===== src/rtl/gray_code_counter_4bit.sv =====
// -----------------------------------------------------------------------------
// gray_code_counter_4bit
//
// Free-running reflected-binary (Gray) counter. The code advances by one step
// on every rising clock edge while reset is low and wraps modulo 2**WIDTH.
// Exactly one output bit changes per step, including at the wrap. This makes
// the output safe to sample from another clock domain.
//
// Ports
//   clk         in   1      Single clock; all state updates on the rising edge.
//   rst         in   1      Synchronous, active-high reset (clears the count).
//   o_gray_cnt  out  WIDTH  Current Gray code, driven directly from a register.
//
// Parameters
//   WIDTH       Counter width in bits (legal range 2..16); sequence length
//               2**WIDTH.
// -----------------------------------------------------------------------------
module gray_code_counter_4bit #(
    parameter int unsigned WIDTH = 4
) (
    input  logic             clk,
    input  logic             rst,
    output logic [WIDTH-1:0] o_gray_cnt
);

    // A binary shadow count is kept alongside the Gray register. The next
    // Gray code is derived from the incremented binary value. It is then
    // registered, so the output never depends combinationally on any input
    // and never shows a multi-bit glitch.
    logic [WIDTH-1:0] bin_q;
    logic [WIDTH-1:0] bin_d;
    logic [WIDTH-1:0] gray_q;
    logic [WIDTH-1:0] gray_d;

    localparam logic [WIDTH-1:0] BIN_ONE = {{(WIDTH-1){1'b0}}, 1'b1};

    // Binary to reflected-binary conversion.
    function automatic logic [WIDTH-1:0] bin2gray(input logic [WIDTH-1:0] b);
        return b ^ (b >> 1);
    endfunction

    // Next-state computation: increment binary (natural wrap), encode to Gray.
    always_comb begin
        bin_d  = bin_q + BIN_ONE;
        gray_d = bin2gray(bin_d);
    end

    // State registers with synchronous active-high reset.
    always_ff @(posedge clk) begin
        if (rst) begin
            bin_q  <= '0;
            gray_q <= '0;
        end else begin
            bin_q  <= bin_d;
            gray_q <= gray_d;
        end
    end

    assign o_gray_cnt = gray_q;

endmodule


===== config.mk =====
export PLATFORM = sky130hd
export DESIGN_NAME = gray_code_counter_4bit
export DESIGN_NICKNAME = d
export VERILOG_FILES = /design/src/rtl/gray_code_counter_4bit.sv
export SDC_FILE = /design/constraint.sdc
export NUM_CORES = 1
export LEC_CHECK = 0
export CORE_AREA = 2 2 39 41
export CTS_CLUSTER_SIZE = 20
export DETAILED_ROUTE_END_ITERATION = 16
export DIE_AREA = 0 0 41 43
export GPL_TIMING_DRIVEN = 0
export MAX_ROUTING_LAYER = met4
export PLACE_DENSITY_LB_ADDON = 0.05
export SETUP_SLACK_MARGIN = 0.15
export SLEW_MARGIN = 20
export SYNTH_ARGS = -nofsm -noshare
export SYNTH_HDL_FRONTEND = slang
export SYNTH_SLANG_ARGS = --single-unit

===== constraint.sdc =====
create_clock -name clk -period 1.65 [get_ports clk]
set_clock_uncertainty 0.15 [all_clocks]
set_input_delay 0.165 -clock clk [delete_from_list [all_inputs] [get_ports clk]]
set_output_delay 0.165 -clock clk [all_outputs]
set_load 0.01 [all_outputs]

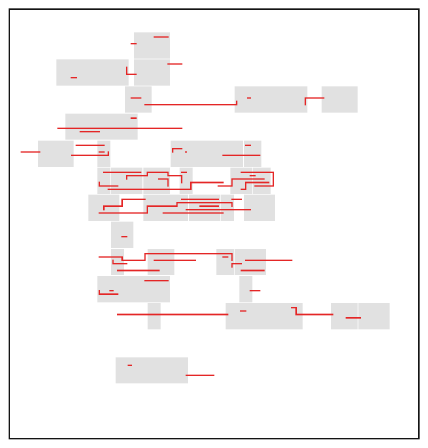
**Above:** signal wires on met1.
Cells faint in the background.
wire length on this layer	189 um
longest straight run	12.4 um
share of all routed wire	46%
nets with wire on the layer	32

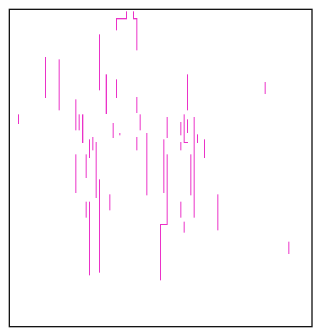
**Above:** metal 2.
longest straight run	13.6 um
share of all routed wire	45%
main direction	vertical
wire length on this layer	185 um
nets with wire on the layer	31

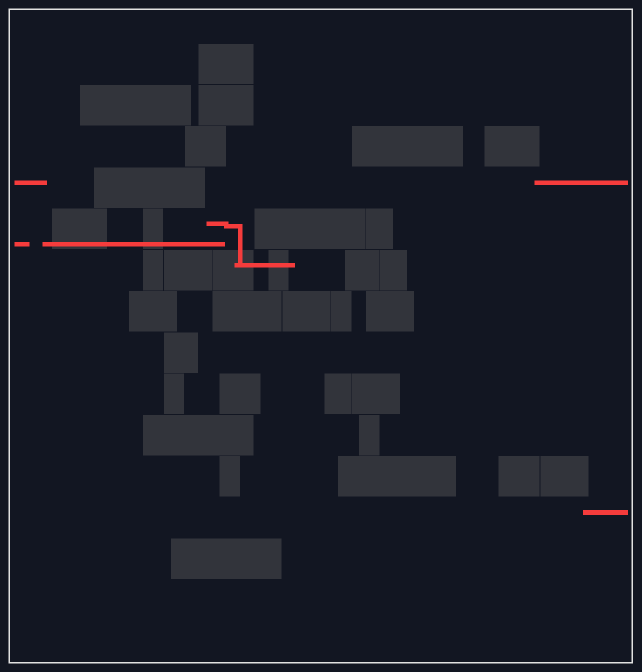
**Above:** met3 routing.
Cells faint in the background.
share of all routed wire	7.6%
wire length on this layer	31.2 um
nets with wire on the layer	5
longest straight run	11.7 um
main direction	horizontal

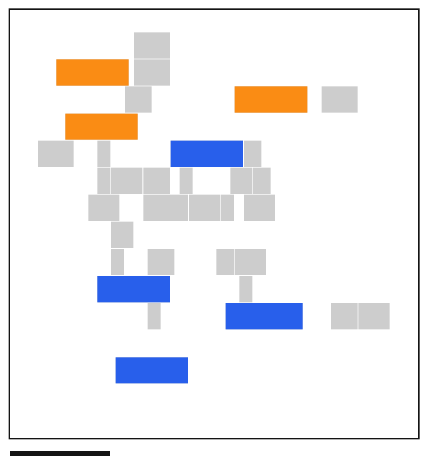
**Above:** sequential cells grouped by signal name.
Scale bar: 10 um. Other cells in gray.
color	netlist name	sequential cells
orange	o_gray_cnt	3
blue	bin_q	4

[layer usage]
metal	up-vias	GRT usage
met5	-	-
met4	0	0.06000
met3	2	0.04712
met2	7	0.08438
met1	85	0.06494
li1	96	-
[layout make-up]
class                      count  area (um2)
tap                           16       20.02
timing repair buffer           5       48.80
fill                         151        1033
multi-input combinational     17       106.4
buffer                         1       7.507
sequential                     7       141.4
clock buffer                   4       26.28
[registers in the layout (all words and copies together), names as in the netlist]
| signal | flops |
|---|---|
| bin_q | 4 |
| o_gray_cnt | 3 |
[through the flow]
| stage | setup slack [ns] | instance area [um2] |
|---|---|---|
| floorplan | 0.4326 | 254.0 |
| global placement | 0.3104 | 324.1 |
| detailed placement | 0.3300 | 324.1 |
| CTS | 0.2516 | 350.3 |
| global route | 0.2239 | 350.3 |
| finish | 0.2596 | 350.3 |
==> results.cfg <==
; flow metrics
[timing]
fin_tns_setup_ns = 0
report.final.hold_viol_count = 0
timing.final.crit_period_ns = 1.390
timing.final.crit_share = 0.8427
holdWs_ns = 0.3476

[worst_setup_path]
worstPathCellList = clkdlybuf4s50_1
critical_path_required_ns = 1.33
startpoint_to_endpoint_class_of_the_critical_path = reg -> out
crit_path_end = o_gray_cnt[0]
timing.reg2reg.setup_slack_ns = 0.31
startpoint = o_gray_cnt[0]$_SDFF_PP0_
timing.critical_path.fanout_max = 1

[power_and_ir_drop]
switching_share = 0.2353
p_seq_mw = 0.194
seq_power_share = 0.478
fin_total_pwr_mw = 0.4061
share_comb_of_total_power = 0.146
internal_power_mw = 0.3105
power.share.clock = 0.377

[worst_hold_path]
hold_end = bin_q[0]$_SDFF_PP0_

[routing]
routed_wl_um = 409
drt_drc = 0
vias_per_cell = 3.800
drt-met1-wl_um = 189
detailed_route_via_count = 190
amount_of_wire_on_met2_after_detailed_routing_um = 185

[finish]
drive_gt1_frac = 0.1471
syn2layout_area_growth_pct = 37.93
final_common_cell = dfxtp_1
antenna_cells = 0

[global_routing]
first_global_vias = 187
grt_pass1_wl_um = 696

[place]
place.detailed.hpwl_um = 292

[logic_synthesis]
synthTopCellsByCount = dfxtp_1, nor2_1, xor2_1
synth_top_cell_by_count = dfxtp_1
top_cells_by_area = dfxtp_1, xor2_1, nor2_1
mean_area_per_synthesized_cell_um2 = 10.16

[clocking]
cts-hold-fix-buffers = 0
cts_num_sinks = 7

[outcome]
outcome = finished, final reports clean
